run_1/port_nets.png
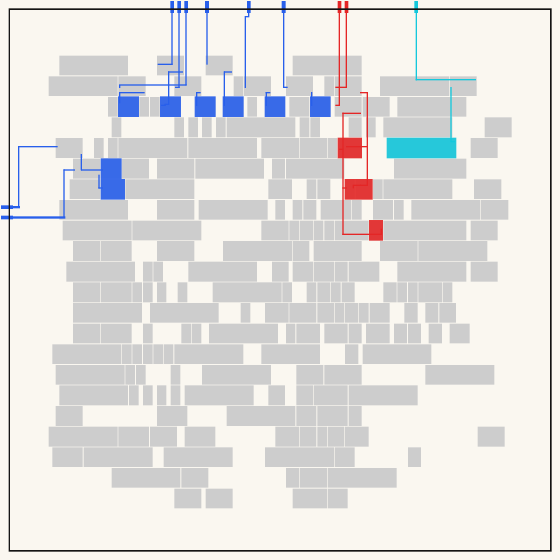
run_1/final_congestion.png
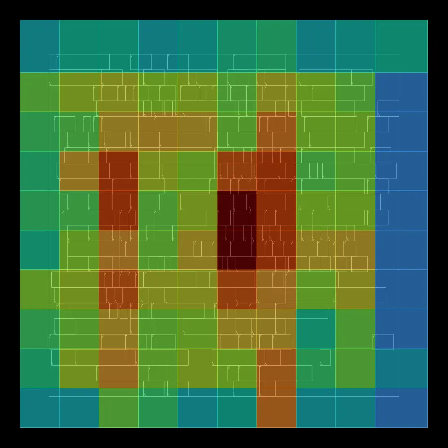
run_1/drive_strength.png
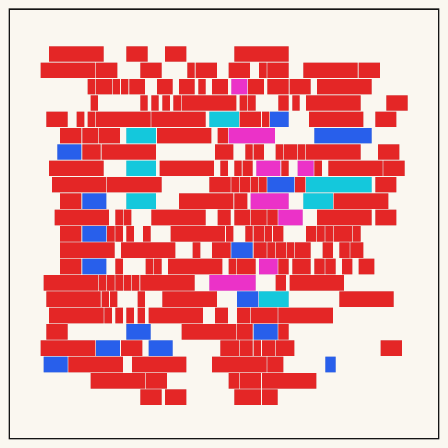
Design spi_master_ctrl, sky130hd; sources not shown.
==> notes.md, run 1 <==
fresh numbers from the pnr run: run status finished, final reports clean, Main logic family simple AND/OR/NAND/NOR gates, dpl ws 0.264 ns, Slowest cell on crit path dfrtp_1, Max Freq 0.456 GHz, Clk. pwr 0.587 mW, post-synthesis simple-gate area fraction 21.8%, buffering overhead 12.0%, sequential area share after synthesis 55.4%, critical path cell sequence and3b_1, nand2b_1, nand4b_1, nand2_1, a21oi_1, Inverters 6, DPL Wire Length 2860 um, YS chip area 1990 um2, Nets 231, clk buf depth 2, Seq cells post-synth 44, CLK BUF 6, CTS-repair resized insts 0, Setup CP Type flop to flop, Syn Nets 200, Late-Pin Clk Latency 0.29 ns, top cells by count, synth 48 x nand2_1, 43 x dfrtp_1, 10 x o21ai_0, Least-Margin Pin Slew 0.538 ns, placed inst area 2290 um2, sequential power 0.918 mW, fin crit share 91.7%, Commonest Layout Cell nand2_1, WP data required 2.44 ns, Synth Area per Inst 10.8 um2, flip-flops with a built-in enable 0, top-count cell post-synth nand2_1, Comb power frac 24.6%, Int Pwr 1.39 mW, vias in the first global route 1403, switch share 30.3%, synth warn 0, placed cells 255, Non-Filler Instances 264, logic share of the area 34.0%, ClkCell Share 5.02%, Yosys top cell area share 54.1%, Seq cells 44, pin count of the biggest net entering global routing 24, wl on met1 1730 um, Buf/Inv on CP 0, P_leak 1.16 nW, min cycle time layout 2.19 ns, Comb group 0.491 mW, setup slack, reg-to-reg 0.20 ns, clk root buf clkbuf_8, routed wire length 3870 um, worst vdd ir 0.483 mV, CP top delay family simple AND/OR/NAND/NOR gates, hold_ws 0.290 ns, sequential share of cell area 45.6%, CP startpoint kind flop, aoi share 12.3%, via count 1466, postcts setup bufs 0, Initial DRC Count 84, tap cells 48, Core ar. 3660 um2, Post-synth mux share 5.54%, maximum capacitance violations 0, chip area 5080 um2, DRC 0, PnR Total Power 2.00 mW, Power Density 826 nW/um2, met3 wire length 192 um, drt via density 5.55, NetSw 0.605 mW, share of cells above drive strength 1 13.9%, first-pass GRT wire length 6400 um, WP depth 5, FF-to-FF path depth 5, Tool Warnings 27, Fin Setup TNS 0 ns, final hold viol count 0, clock share of power 29.4%, diodes inserted 0, Pre-antenna DRT Iters 5, max FFs per register 10, synthesized area 1990 um2, routing usage on met3 4.63%, cell area after layout 2420 um2, Post-synth ARST share 100%, RSZ-0062 raised after global routing false, Synth area leaders dfrtp_1 54%, nand2_1 9.1%, mux2_2 4.5%, hold_buf cts 1, yosys adder share 1.26%, routed wl met2 1870 um, met2 Use GR 26.0%, Critical Path End Type flop, Flop pwr share 46.0%, Hold Path Class input pin to asynchronous set/reset pin, cells after synthesis 184, logic area 821 um2, fillers 281, largest area contributor in the netlist dfrtp_1, Die H 71.2 um, Slew HR 64.1%, slowest stage delay, CP 0.56 ns, largest class registers, Final setup violation count 0, Max Slew Vio Count 0, Top pwr grp registers, most common logic cells in the final layout 48 x nand2_1, 43 x dfrtp_1, 26 x clkdlybuf4s50_1, Worst-path clk slew 0.08 ns, yosys xor share 0.441%, Tot GR Track Use 16.0%, floorplan core density 54.3%, number of cells in Yosys stat 184, GP Congestion 0.935, Yosys cell types 46, WL/cell 14.7 um, Final WS setup 0.199 ns, H-Tree Depth 2, CTS tree yes, total grt overflow 0, CP Data Arrival Time 2.24 ns, Commonest flop dfrtp_1, initial antenna violation count 0, num rows 22, Reg area 1100 um2, MI comb cells 128, maximum fanout along the worst path 11, die outline width 71.2 um, TritonCTS Buffers 5, CTS sink count 44, Max Used Layer met4, Final ANT Viol Nets 0
Back to the opening pictures, port_nets.png:
Key: req_data = blue [bits 8, direction input, edge 6 north, 2 west, end cells 8, buffers 8, wire 124 um]; req_op = red [bits 2, direction input, edge north, end cells 4, buffers 2, wire 67.3 um]; MOSI = cyan [bits 1, direction output, edge north, end cells 1, buffers 1, wire 24.4 um]
PortBufs: 27
# IOs: 28

Back to the opening pictures, final_congestion.png:
busiest grt layer: met2
met1 Use GR: 19.9%
post-layout util: 66.0%

Back to the opening pictures, drive_strength.png:
Key: drive 6 and up = cyan [cells 7, share 3.2%, most used clkbuf_8]; drive 3 to 4 = magenta [cells 8, share 3.7%, most used buf_4]; drive 2 = blue [cells 15, share 6.9%, most used mux2_2]; drive 1 or less = red [cells 186, share 86%, most used nand2_1]
Layout Area Growth over Synthesis: 21.6%
buffers outside the clock class: 30

--- run 2 (diff from run 1) ---
CAP_MARGIN = 20   (was 30)
CORE_MARGIN = 1.5   (was 5)
CTS_CLUSTER_SIZE = 20   (was not set)
run_2/port_nets.png
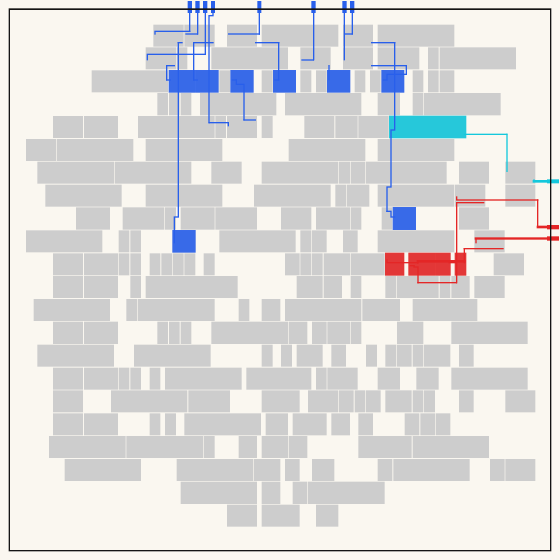
Key: req_op = red [bits 2, direction input, edge east, end cells 4, buffers 2, wire 60.7 um]; MOSI = cyan [bits 1, direction output, edge east, end cells 1, buffers 1, wire 11.3 um]; req_data = blue [bits 8, direction input, edge north, end cells 8, buffers 8, wire 148 um]

==> run 2 against run 1 <==
  * Flip-flop count unchanged
  * Worst setup slack improved by 0.046 ns
  * Final cell count decreased by 0.38%
  * Register-to-register slack improved by 0.05 ns
  * Clock power decreased by 2%
  * Core utilization increased by 0.12 points
  * Sequential share of layout area increased by 0.26 points
  * Fmax increased by 2.1%
  * Global-route usage increased by 5.5 points
  * Critical path depth unchanged
  * Critical path type unchanged
  * Largest cell class unchanged
==> notes.md, run 2 <==
fresh numbers from the pnr run: run status finished, final reports clean, Pre-antenna DRT Iters 4 (-1), Slowest cell on crit path dfrtp_1, dpl ws 0.278 ns (+0.0144 ns), die outline width 64.2 um (-9.8%), yosys adder share 1.26% (unchanged), top cells by count, synth 48 x nand2_1, 43 x dfrtp_1, 10 x o21ai_0, fillers 306 (+8.9%), placed inst area 2280 um2 (-0.33%), final hold viol count 0 (unchanged), floorplan core density 54.7% (+0.41 points), Top pwr grp registers, synth warn 0 (unchanged), ClkCell Share 4.79% (-0.23 points), post-synthesis simple-gate area fraction 21.8% (unchanged), logic share of the area 34.1% (+0.19 points), Late-Pin Clk Latency 0.30 ns (about the same), routed wl met2 1980 um (+5.7%), wl on met1 1750 um (+1.3%), drt via density 5.63 (+1.5%), Final setup violation count 0 (unchanged), diodes inserted 0 (unchanged), largest area contributor in the netlist dfrtp_1, busiest grt layer met2, aoi share 12.3% (unchanged), Reg area 1100 um2 (unchanged), PortBufs 27 (unchanged), CTS-repair resized insts 0 (unchanged), Slew HR 37.1% (-27 points), CTS tree yes, buffering overhead 11.8% (-0.24 points), Seq cells post-synth 44 (unchanged), Yosys cell types 46 (unchanged), CP Data Arrival Time 2.24 ns (about the same), Comb power frac 24.9% (+0.3 points), Die H 64.2 um (-9.8%), YS chip area 1990 um2 (unchanged), H-Tree Depth 2 (unchanged), setup slack, reg-to-reg 0.24 ns (+0.05 ns), # IOs 28 (unchanged), Inverters 6 (unchanged), PnR Total Power 1.99 mW (-0.16%), most common logic cells in the final layout 48 x nand2_1, 43 x dfrtp_1, 26 x clkdlybuf4s50_1, sequential power 0.922 mW (+0.4%), Non-Filler Instances 263 (-0.38%), postcts setup bufs 0 (unchanged), Flop pwr share 46.3% (+0.3 points), Max Used Layer met4, Comb group 0.497 mW (+1%), Int Pwr 1.36 mW (-2.0%), top-count cell post-synth nand2_1, Commonest Layout Cell nand2_1, pin count of the biggest net entering global routing 45 (+88%), Max Slew Vio Count 0 (unchanged), Final WS setup 0.245 ns (+0.0460 ns), maximum capacitance violations 0 (unchanged), Initial DRC Count 115 (+37%), DRC 0 (unchanged), CP startpoint kind flop, Synth Area per Inst 10.8 um2 (unchanged), Tool Warnings 27 (unchanged), met2 Use GR 34.5% (+8.5 points), share of cells above drive strength 1 13.5% (-0.40 points), max FFs per register 10 (unchanged), Syn Nets 200 (unchanged), Post-synth mux share 5.54% (unchanged), Final ANT Viol Nets 0 (unchanged), flip-flops with a built-in enable 0 (unchanged), Max Freq 0.466 GHz (+2.1%), sequential area share after synthesis 55.4% (unchanged), clock share of power 28.8% (-0.6 points), buffers outside the clock class 29 (-3.3%), WP depth 5 (unchanged), initial antenna violation count 0 (unchanged), yosys xor share 0.441% (unchanged), logic area 821 um2 (unchanged), total grt overflow 0 (unchanged), CTS sink count 44 (unchanged), clk buf depth 2 (unchanged), chip area 4130 um2 (-19%), placed cells 254 (-0.39%), CP top delay family simple AND/OR/NAND/NOR gates, largest class registers, NetSw 0.629 mW (+4.0%), FF-to-FF path depth 5 (unchanged), Fin Setup TNS 0 ns (unchanged), worst vdd ir 0.508 mV (+5.2%), Hold Path Class flop to flop, TritonCTS Buffers 5 (unchanged), Clk. pwr 0.574 mW (-2%), RSZ-0062 raised after global routing false, number of cells in Yosys stat 184 (unchanged), min cycle time layout 2.15 ns (-0.0460 ns), Setup CP Type flop to flop, first-pass GRT wire length 6740 um (+5.3%), critical path cell sequence and3b_1, nand2b_1, nand3_1, or3b_4, nand2_1, routing usage on met3 4.40% (-0.23 points), Commonest flop dfrtp_1, sequential share of cell area 45.9% (+0.26 points), tap cells 48 (unchanged), Post-synth ARST share 100% (unchanged), slowest stage delay, CP 0.53 ns (-0.03 ns), WP data required 2.48 ns (+0.04 ns), MI comb cells 128 (unchanged), Power Density 829 nW/um2 (+0.41%), P_leak 1.14 nW (-0.99%)
run_2/wire_density.png
Scale bar: 20 um. The die is cut into 13 by 13 equal tiles; dark purple is low, yellow is high, scaled to the fullest tile. Values are wire area over tile area, all layers added.
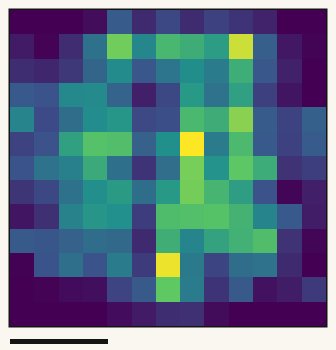
The densest ninth of the die: centre. The fullest tile reaches 0.47. 23% of the tiles are over half the peak. 14% of the tiles are nearly empty. The emptiest ninth of the die: south-west. The mean over all tiles is 0.15.
WL/cell: 14.9 um
via count: 1482
Tot GR Track Use: 21.5%
routed wire length: 3920 um

No activity file was given, so power comes from the tool's default toggle rates.
